**Run 1: the metal 1 layer**

Drawn at 6 px/um. Cells faint in the background.
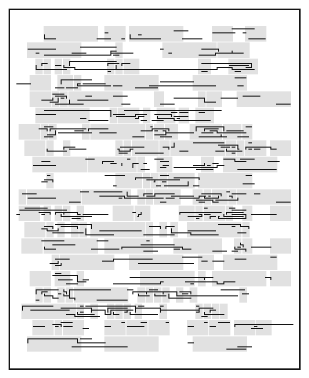
**Run 1: M2 wires**

Drawn at 8 px/um.
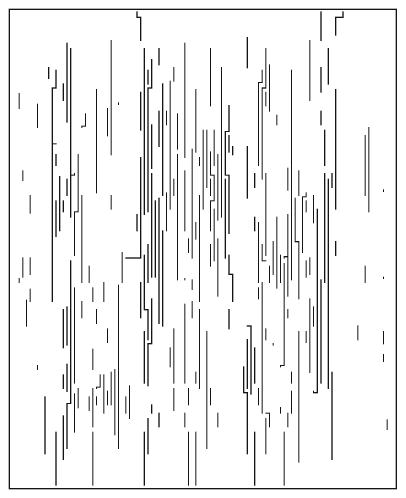
**Run 1: met3 routing**

Drawn at 4 px/um. Cells faint in the background.
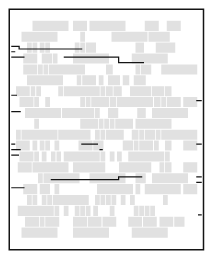
===== config.mk =====
export PLATFORM = sky130hd
export DESIGN_NAME = serial_mag_comp_ctrl
export DESIGN_NICKNAME = d
export VERILOG_FILES = /design/src/rtl/cmp_pkg.sv /design/src/rtl/cmp_bit_cell.sv /design/src/rtl/serial_mag_comp_ctrl.sv
export SDC_FILE = /design/constraint.sdc
export NUM_CORES = 1
export LEC_CHECK = 0
export ABC_AREA = 0
export CORE_ASPECT_RATIO = 1.25
export CORE_UTILIZATION = 51
export DETAILED_ROUTE_END_ITERATION = 8
export MAX_ROUTING_LAYER = met4
export PLACE_DENSITY_LB_ADDON = 0.08
export REMOVE_ABC_BUFFERS = 1
export SLEW_MARGIN = 0
export SYNTH_ARGS = -nofsm -noshare
export SYNTH_HDL_FRONTEND = slang
export SYNTH_HIERARCHICAL = 1
export SYNTH_SLANG_ARGS = --single-unit

===== constraint.sdc =====
create_clock -name clk -period 2.4 [get_ports clk]
set_input_delay 0.36 -clock clk [delete_from_list [all_inputs] [get_ports clk]]
set_output_delay 0.36 -clock clk [all_outputs]
set_load 0.03 [all_outputs]

===== src/rtl/cmp_pkg.sv =====
// rtl/cmp_pkg.sv - shared types and constants for the serial magnitude comparator
package cmp_pkg;

    typedef enum logic [1:0] {
        IDLE = 2'd0,
        RUN  = 2'd1,
        DONE = 2'd2
    } state_e;

    // One-hot result encoding, bit order {lt, gt, eq}; RES_NONE = no decision yet
    localparam logic [2:0] RES_NONE = 3'b000;
    localparam logic [2:0] RES_EQ   = 3'b001;
    localparam logic [2:0] RES_GT   = 3'b010;
    localparam logic [2:0] RES_LT   = 3'b100;

    // Width of the bit index register; never narrower than one bit
    function automatic int idx_width(input int w);
        return (w <= 2) ? 1 : $clog2(w);
    endfunction

endpackage


===== src/rtl/cmp_bit_cell.sv =====
// rtl/cmp_bit_cell.sv - combinational one-bit magnitude compare cell
module cmp_bit_cell (
    input  logic x_i,
    input  logic y_i,
    output logic bit_eq_o,
    output logic bit_gt_o,
    output logic bit_lt_o
);

    // Single-bit relation of x against y
    always_comb begin
        bit_eq_o = ~(x_i ^ y_i);
        bit_gt_o = x_i & ~y_i;
        bit_lt_o = ~x_i & y_i;
    end

endmodule


===== src/rtl/serial_mag_comp_ctrl.sv =====
// rtl/serial_mag_comp_ctrl.sv - MSB-first bit-serial magnitude comparator controller
module serial_mag_comp_ctrl
    import cmp_pkg::*;
#(
    parameter int WIDTH      = 8,
    parameter bit EARLY_EXIT = 1'b1
) (
    input  logic             clk,
    input  logic             rst_n,
    input  logic             start,
    input  logic [WIDTH-1:0] a,
    input  logic [WIDTH-1:0] b,
    output logic             busy,
    output logic             done,
    output logic             eq,
    output logic             gt,
    output logic             lt
);

    localparam int             IW      = idx_width(WIDTH);
    localparam logic [IW-1:0]  IDX_MSB = IW'(WIDTH - 1);

    state_e            state_q;
    logic [WIDTH-1:0]  a_q;
    logic [WIDTH-1:0]  b_q;
    logic [IW-1:0]     idx_q;
    logic [2:0]        res_q;
    logic [2:0]        res_d;
    logic              busy_q;
    logic              done_q;
    logic              eq_q;
    logic              gt_q;
    logic              lt_q;

    logic              cell_eq;
    logic              cell_gt;
    logic              cell_lt;
    logic              mismatch;
    logic              last_bit;

    cmp_bit_cell u_cell (
        .x_i      (a_q[idx_q]),
        .y_i      (b_q[idx_q]),
        .bit_eq_o (cell_eq),
        .bit_gt_o (cell_gt),
        .bit_lt_o (cell_lt)
    );

    // Result after the current bit: the first mismatch wins, equality only after bit 0
    always_comb begin
        mismatch = ~cell_eq;
        last_bit = (idx_q == '0);
        res_d    = res_q;
        if (res_q == RES_NONE) begin
            if (cell_gt) begin
                res_d = RES_GT;
            end else if (cell_lt) begin
                res_d = RES_LT;
            end else if (last_bit) begin
                res_d = RES_EQ;
            end
        end
    end

    // Controller FSM; visible outputs are registered one cycle behind the state
    always_ff @(posedge clk or negedge rst_n) begin
        if (!rst_n) begin
            state_q <= IDLE;
            a_q     <= '0;
            b_q     <= '0;
            idx_q   <= '0;
            res_q   <= RES_NONE;
            busy_q  <= 1'b0;
            done_q  <= 1'b0;
            eq_q    <= 1'b0;
            gt_q    <= 1'b0;
            lt_q    <= 1'b0;
        end else begin
            done_q <= 1'b0;
            busy_q <= (state_q != IDLE);
            case (state_q)
                IDLE: begin
                    // busy_q is still high in the cycle that shows done
                    if (start && !busy_q) begin
                        a_q     <= a;
                        b_q     <= b;
                        idx_q   <= IDX_MSB;
                        res_q   <= RES_NONE;
                        eq_q    <= 1'b0;
                        gt_q    <= 1'b0;
                        lt_q    <= 1'b0;
                        state_q <= RUN;
                    end
                end
                RUN: begin
                    res_q <= res_d;
                    if ((EARLY_EXIT && mismatch) || last_bit) begin
                        state_q <= DONE;
                    end else begin
                        idx_q <= idx_q - 1'b1;
                    end
                end
                DONE: begin
                    done_q                <= 1'b1;
                    {lt_q, gt_q, eq_q}    <= res_q;
                    state_q               <= IDLE;
                end
                default: begin
                    state_q <= IDLE;
                end
            endcase
        end
    end

    assign busy = busy_q;
    assign done = done_q;
    assign eq   = eq_q;
    assign gt   = gt_q;
    assign lt   = lt_q;

endmodule


==> run summary, run 1 <==
Notes on the flow outputs.

- The flow ran to the end, and the final reports show no timing, DRC or antenna violations.
- The count of fill cells added during filler insertion reads 204.
- The synthesized netlist cell count is 137.
- The slowest cell on the critical path is sky130_fd_sc_hd__mux4_2.
- The root buffer cell is sky130_fd_sc_hd__clkbuf_4.
- The stat command in Yosys gives a chip area of 1360 um2.
- The cell leakage power is 0.835 nW.
- The setup TNS reads 0 ps.
- The clock tree from TritonCTS is yes.
- The number of warnings the tools reported is 27.
- The pre-CTS setup slack is 407 ps.
- Among all stages on the critical path, the maximum delay recorded is 540 ps.
- The initial standard-cell utilization of the core reads 54.9%.
- The number of antenna-violating nets in the routed design reads 0.
- The number of different library cells used by synthesis comes to 26.
- The signed area change from the synthesized netlist to the final layout reads 22.1%.
- In this run, post-CTS repair resized a total of 0 instances.
- The type of the worst min-delay path reads in2async.
- In the layout the commonest cells are 59 x sky130_fd_sc_hd__nand2_1, 29 x sky130_fd_sc_hd__dfrtp_1, 23 x sky130_fd_sc_hd__clkdlybuf4s50_1.
- The Yosys step of the flow raised 6 warnings.
- The highest attainable clock frequency is 0.504 GHz.
- The flop and latch count out of synthesis is 29.
- In the final report, the number of pins over their slew limit comes to 0.
- The count of standard-cell rows reads 20.
- The count of port buffers added during placement is 23.
- The fraction of layout cells with a size suffix above 1 reads 11.5%.
- The worst path required time is 2640 ps.
- The hold violation total from the final report reads 0.
- Hold timing on the final database bottoms out at a slack of 405 ps.
- The CTS H-tree depth is 2.
- The tightest slew margin relative to the limit reads 62.3%.
- The worst-skew pair later-pin latency reads 330 ps.
-- 'the metal 1 layer' (at the start) --
share of all routed wire: 42%
main direction: horizontal

-- 'M2 wires' (at the start) --
longest straight run: 26.7 um
share of all routed wire: 52%
wire length on this layer: 1260 um
main direction: vertical

-- 'met3 routing' (at the start) --
longest straight run: 16.8 um
wire length on this layer: 86.0 um
nets with wire on the layer: 15
share of all routed wire: 3.6%

[run 1: worst paths after layout]
check,start,to,slack (ps)
hold reg to reg,b_q[5],b_q[5],470
setup reg to reg,idx_q[1],idx_q[1],410
setup / recovery,idx_q[1],idx_q[1],410
hold / removal,rst_n,a_q[5],410
max in group asynchronous,rst_n,b_q[5],1730
min in group clk,b_q[5],b_q[5],470
[run 1: area by class of cell]
type                    count  area [um2]  share of cell area [%]
clock buffers               8        48.8                    2.94
flip-flops and latches     29         726                    43.7
well taps                  33        41.3                    2.49
multi-input cells          94         562                    33.8
inverters                   8        30.0                    1.81
repair buffers             26         253                    15.2
[run 1: synth_stat cells]
cell type                  number
sky130_fd_sc_hd__nand2_1       59
sky130_fd_sc_hd__dfrtp_1       29
sky130_fd_sc_hd__inv_1          8
sky130_fd_sc_hd__buf_2          4
sky130_fd_sc_hd__ha_1           4
sky130_fd_sc_hd__mux4_2         4
sky130_fd_sc_hd__nand3_1        4
sky130_fd_sc_hd__nor2_1         3
sky130_fd_sc_hd__buf_6          2
sky130_fd_sc_hd__mux2i_1        2
sky130_fd_sc_hd__nor4b_2        2
sky130_fd_sc_hd__o21ai_0        2
sky130_fd_sc_hd__a21boi_0       1
sky130_fd_sc_hd__a21oi_1        1
sky130_fd_sc_hd__a311oi_1       1
sky130_fd_sc_hd__a31oi_1        1
sky130_fd_sc_hd__a32o_1         1
sky130_fd_sc_hd__and2b_2        1
sky130_fd_sc_hd__nand2b_1       1
sky130_fd_sc_hd__nand3_2        1
sky130_fd_sc_hd__nand3b_1       1
sky130_fd_sc_hd__nor3_1         1
sky130_fd_sc_hd__o21ai_1        1
sky130_fd_sc_hd__or2_2          1
sky130_fd_sc_hd__or2b_2         1
sky130_fd_sc_hd__or4b_4         1
[run 1: report_power, final]
group,total [mW],switching [mW],internal [mW]
Clock,0.275,0.159,0.116
Combinational,0.801,0.417,0.384
Sequential,0.840,0.155,0.685
[run 1: registers in the layout (all words and copies together) (netlist names)]
signal / flops
a_q: 8
b_q: 8
busy: 1
done: 1
eq: 1
gt: 1
idx_q: 3
lt: 1
res_q: 3
state_q: 2
[run 1: critical path: cells and delay by family, from the launching register on]
family                   cells  cell delay, ps
multiplexers                 2             770
flip-flops                   1             510
AND/OR/NAND/NOR              3             300
adder cells (fa/ha/maj)      1             260
buffers and inverters        1              60
[run 1: metrics by stage]
step,power [mW],instances
2_1_floorplan,1.40,131
3_3_place_gp,1.62,190
3_5_place_dp,1.66,190
4_1_cts,1.94,198
5_1_grt,2.08,198
6_report,1.92,198
[run 1: cell families (layout without fill, tap and decap cells)]
kind of cell | Yosys count | count (layout) | share of synthesized area [%]
simple gates | 76 | 76 | 25.7
flops | 29 | 29 | 53.4
buf+inv | 14 | 42 | 5.34
compound gates | 8 | 8 | 3.86
mux | 6 | 6 | 8.10
fa+ha+maj | 4 | 4 | 3.68
[run 1: per-layer routing]
metal  wire length [um]  up-vias  GRT usage, %  part of all wire [%]
met1               1020      461          23.9                    42
met3                 85        5          8.16                   3.5
met2               1250       19          37.3                    52
li1                   -      497             -                     -
met4                 54        0          9.52                   2.2
met5                  0        -             -                     0
==> run 2, diff against run 1 <==
Settings changed: CORE_UTILIZATION 51 to 46.
Clock period 2.4 ns to 1.7 ns, I/O delays scaled along.
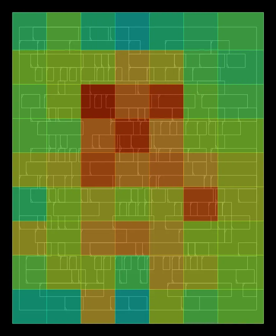
**Above:** run 2 (routing congestion).
utilization after layout: 64.0%
Global Route met2 Usage: 33.8%
GRT busiest layer: met2

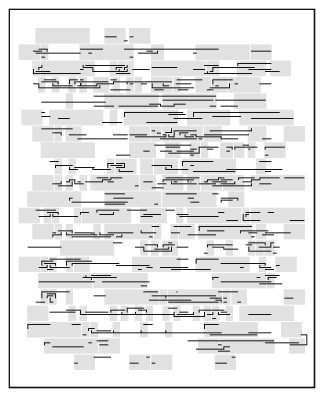
**Above:** run 2 (the metal 1 layer).
Drawn at 6 px/um. Cells faint in the background.
share of all routed wire: 41%
longest straight run: 21.6 um
wire length on this layer: 1080 um
DR vias: 1018
wirelength, routed: 2.62 mm
fraction of met1 tracks used by global routing: 22.6%

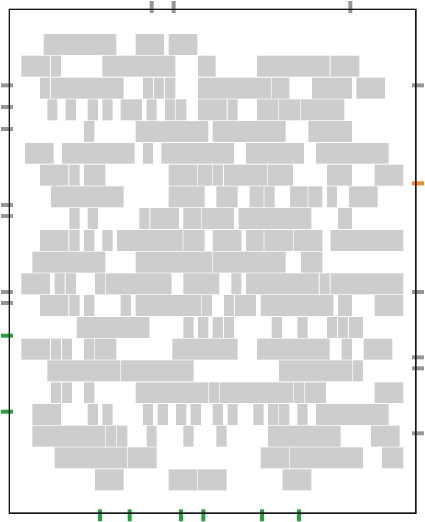
**Above:** run 2 (I/O pins on the die edge).
Drawn at 8 px/um. Pins as bars across the die edge, other pins in grey.
legend:
  green:
    port: `a`
    pins: 8
    direction: input
    edge: 6 south, 2 west
  orange:
    port: `gt`
    pins: 1
    direction: output
    edge: east
all pins by edge: 9 west, 6 south, 6 east, 3 north

==> run 2 against run 1 <==
The flow now finishes with violations (negative setup slack). Sequential cell count did not move. Critical endpoint unchanged. Largest cell class unchanged. Wire length up 8.4%. Largest power group is now combinational cells. Cell area is 5.4% higher. First-iteration DRC count increased by 67%. Critical path depth shrank 1. Highest routed layer unchanged. Sequential share of layout area shrank 2.1 points. Synthesized area stayed put. Combinational power is 84% higher. Setup slack got worse by 540 ps. Core utilization fell by 3.0 points. Power increased by 60%.
==> run summary, run 2 <==
Notes on the flow outputs.

- The worst reg2reg path startpoint reads idx_q[1].
- The met3 track demand over resource in global routing reads 7.54% (-0.61 points).
- The flop and latch count out of synthesis was 29 (unchanged).
- The worst setup path startpoint is idx_q[1].
- The signed area change from the synthesized netlist to the final layout is 28.6%.
- The number of antenna-violating nets in the routed design was 0 (unchanged).
- The setup TNS is -435 ps (-435 ps).
- The CTS H-tree depth is 2 (unchanged).
- The minimum hold slack is 302 ps (-103 ps).
- The flow ran to the end, but the final reports show violations.
- The top cell types in the final layout, fill and taps aside, are 56 x sky130_fd_sc_hd__nand2_1, 28 x sky130_fd_sc_hd__dfrtp_1, 23 x sky130_fd_sc_hd__clkdlybuf4s50_1.
- The final worst setup slack is -123 ps.
- The total number of yosys warnings reads 6 (unchanged).
- Setup violations remaining at the end of the flow were counted as 6.
- The final max-slew violation count is 0 (unchanged).
- The capture point of the worst path reads idx_q[1].
- The fraction of layout cells with a size suffix above 1 reads 20.4% (+8.8 points).
- The worst reg-to-reg setup slack is -120 ps (-540 ps).
- The number of warnings the tools reported is 29 (+7.4%).
- The hold violation total from the final report is 0 (unchanged).
- The final reports fail on negative setup slack.
- The root buffer cell is sky130_fd_sc_hd__clkbuf_4.
- The post-route non-filler standard cell count is 201 (+1.5%).
- The cell count after placement is 193 (+1.6%).
- The number of enable flip-flop cells is 0 (unchanged).
## run 2: cell counts after synthesis
Identical to the previous run, type by type.
## run 2: logic make-up (layout without fill, tap and decap cells)
| family | Yosys count | in the layout | synth area share [%] |
|---|---|---|---|
| adders and majority gates | 4 | 4 | 3.68 |
| muxes | 6 | 6 | 8.10 |
| DFF | 29 | 29 | 53.4 |
| buffers and inverters | 14 | 44 | 5.34 |
| and+or+nand+nor | 76 | 76 | 25.7 |
| AOI/OAI and AO/OA | 8 | 8 | 3.86 |
## run 2: how the worst min path moves through the flow
stage / start / endpoint / slack, ps / cells after the start
2_1_floorplan: rst_n / a_q[0] / -40 / 0
3_3_place_gp: b_q[4] / b_q[4] / 460 / 2
3_5_place_dp: b_q[4] / b_q[4] / 460 / 2
4_1_cts: rst_n / gt / 310 / 2
5_1_grt: rst_n / done / 330 / 2
6_report: rst_n / a_q[3] / 300 / 2
## run 2: final cells by class
cell class / instances / area (um2)
timing repair buffer: 28 / 280
multi-input combinational: 94 / 621
clock buffer: 8 / 48.8
fill: 261 / 983
inverter: 8 / 30.0
tap: 34 / 42.5
sequential: 29 / 727
## run 2: layer usage
metal,part of all wire [%],up-vias
li1,-,501
met1,41,485
met2,52,26
met3,4.6,6
met4,2.0,0
met5,0,-
## run 2: report_power, final
| group | switching (mW) | internal, mW | total (mW) |
|---|---|---|---|
| Combinational | 0.742 | 0.725 | 1.47 |
| Sequential | 0.230 | 0.969 | 1.20 |
| Clock | 0.234 | 0.164 | 0.398 |
## run 2: repair_timing
action	in CTS	in global routing
pin swaps	9	3
resized	13	4
setup endpoints to repair	8	8
## run 2: critical path, cell delays in order, from the launching register on
cell                      delay [ps]
sky130_fd_sc_hd__dfrtp_2         460
sky130_fd_sc_hd__mux4_2          540
sky130_fd_sc_hd__nand2_2         100
sky130_fd_sc_hd__nand2_4          70
sky130_fd_sc_hd__ha_4            290
sky130_fd_sc_hd__nand3_2         110
sky130_fd_sc_hd__mux2i_1         140
==> run 3, diff against run 2 <==
==> constraint.sdc (replaced) <==
create_clock -name clk -period 1.7 [get_ports clk]
set_input_delay 0.17 -clock clk [delete_from_list [all_inputs] [get_ports clk]]
set_output_delay 0.17 -clock clk [all_outputs]
set_load 0.03 [all_outputs]
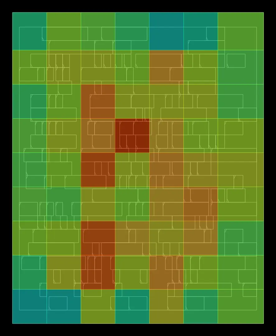
**Above:** run 3 (routing congestion).
Global Route met3 Usage: 8.76%
fraction of met1 tracks used by global routing: 22.4%

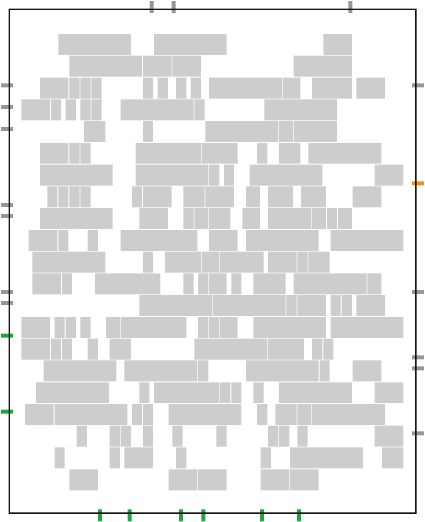
**Above:** run 3 (I/O pins on the die edge).
Drawn at 8 px/um. Pins as bars across the die edge, other pins in grey.
legend:
  green:
    port: `a`
    pins: 8
    direction: input
    edge: 6 south, 2 west
  orange:
    port: `gt`
    pins: 1
    direction: output
    edge: east
all pins by edge: 9 west, 6 south, 6 east, 3 north
number of buffer cells added on primary ports: 23
Die Span X: 50.6 um

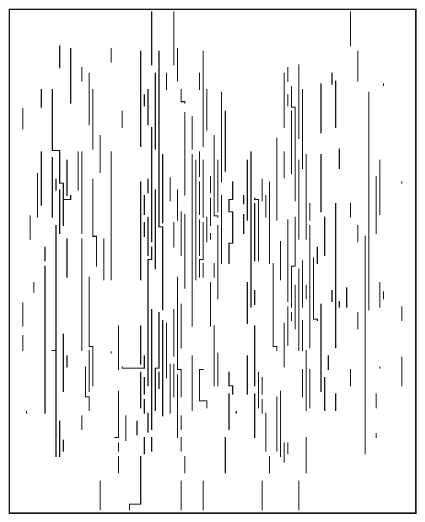
**Above:** run 3 (M2 wires).
Drawn at 8 px/um.
wire length on this layer: 1310 um
longest straight run: 28.9 um
wirelength, routed: 2.49 mm
DR vias: 1016
Global Route met2 Usage: 33.3%

==> run 3 against run 2 <==
The run still ends with negative setup slack left. Wire length fell by 4.8%. Critical path depth rose by 1. Fmax barely moved. Power fell by 1.4%. Non-clock buffer count fell by 2. First-iteration DRC count rose by 10%. Worst hold slack got worse by 90 ps. Register-to-register slack barely moved. Cell count fell by 1.0%. Core utilization fell by 0.27 points. Count of clock-buffer cells in the layout fell by 2. Critical endpoint is now idx_q[2]. Combinational power fell by 3%.
==> run summary, run 3 <==
Notes on the flow outputs.

- The run finished, with violations left.
- The final reports fail on negative setup slack.
- Per STA, the worst path is made up of mux4_2, nand2_2, nand2_2, ha_4, nand3_2, o21ai_1, a21oi_1.
- The final count of negative-setup-slack endpoints came to 6 (unchanged).
- The CTS H-tree depth is 2 (unchanged).
- The cell repeated most along the worst path reads sky130_fd_sc_hd__nand2_2.
- The worst reg-to-reg setup slack reads -120 ps (about the same).
- CTS placed an instance of sky130_fd_sc_hd__clkbuf_4 at the clock tree root.
- The proportion of power drawn by the clock network is 13.1% (about the same).
- The slowest cell on the critical path reads sky130_fd_sc_hd__mux4_2.
- The flop and latch count out of synthesis is 29 (unchanged).
- The final max-slew violation count is 0 (unchanged).
- The number of antenna-violating nets in the routed design reads 0 (unchanged).
- The signed area change from the synthesized netlist to the final layout is 28.1%.
- The final worst setup slack reads -124 ps (-1.48 ps).
- The total number of yosys warnings reads 6 (unchanged).
- The fraction of layout cells with a size suffix above 1 is 20.6% (+0.25 points).
- The number of enable flip-flop cells is 0 (unchanged).
- The number of warnings the tools reported was 29 (unchanged).
- The sequential fraction of design power reads 39.7% (+0.6 points).
-- run 3: cell counts after synthesis --
No cell type changed its count.
-- run 3: worst max-delay path by stage --
stage             start        to  slack (ps)
5_1_grt        idx_q[1]  idx_q[2]        -200
6_report       idx_q[1]  idx_q[2]        -120
2_1_floorplan  idx_q[1]  idx_q[2]        -150
4_1_cts        idx_q[1]  idx_q[2]        -110
3_3_place_gp   idx_q[1]  idx_q[2]        -220
3_5_place_dp   idx_q[1]  idx_q[2]        -290
-- run 3: layer usage --
metal | up-vias | global-route usage [%] | wire length, um
met2 | 20 | 33.3 | 1310
met3 | 3 | 8.76 | 99
met4 | 0 | 6.25 | 31
met1 | 498 | 22.4 | 1050
li1 | 495 | - | -
met5 | - | - | 0
-- run 3: power groups by stage --
stage,Clock (mW),Combinational (mW),Sequential (mW)
final,0.394,1.43,1.20
after global routing,0.443,1.58,1.23
after CTS,0.405,1.42,1.20
after detailed placement,0,1.19,1.20
after global placement,0,1.15,1.20
after floorplan,0,0.783,1.20
-- run 3: kinds of logic (layout without fill, tap and decap cells) --
| kind of cell | after synthesis | in the layout | synth area share (%) |
|---|---|---|---|
| AND-OR/OR-AND | 8 | 8 | 3.86 |
| adder cells (fa/ha/maj) | 4 | 4 | 3.68 |
| buffers and inverters | 14 | 42 | 5.34 |
| flip-flops | 29 | 29 | 53.4 |
| multiplexers | 6 | 6 | 8.10 |
| AND/OR/NAND/NOR | 76 | 76 | 25.7 |
-- run 3: cell type report --
cell class | count | area share [%]
Timing Repair Buffer | 26 | 15.4
Clock inverter | 2 | 0.575
Inverter | 8 | 1.72
Multi-Input combinational cell | 94 | 35.7
Clock buffer | 6 | 2.37
Sequential cell | 29 | 41.7
Tap cell | 34 | 2.44
-- run 3: repair_timing --
action / CTS / global route
pin swaps: 10 / 4
setup endpoints to repair: 8 / 8
gates resized: 15 / 1
-- run 3: worst max-delay path: cells and delay by family, from the launching register on --
kind,cells,cell delay [ps]
adder cells (fa/ha/maj),1,300
AND-OR/OR-AND,2,180
AND/OR/NAND/NOR,3,210
flip-flops,1,470
multiplexers,1,540
-- run 3: metrics by stage --
| step | std cells | TNS [ps] | hold slack, ps |
|---|---|---|---|
| after floorplan | 131 | -925 | -126 |
| after global placement | 191 | -1080 | 458 |
| after detailed placement | 191 | -1490 | 460 |
| after CTS | 199 | -313 | 224 |
| after global routing | 199 | -1030 | 238 |
| final | 199 | -375 | 212 |
Power and IR drop assume default switching activity.
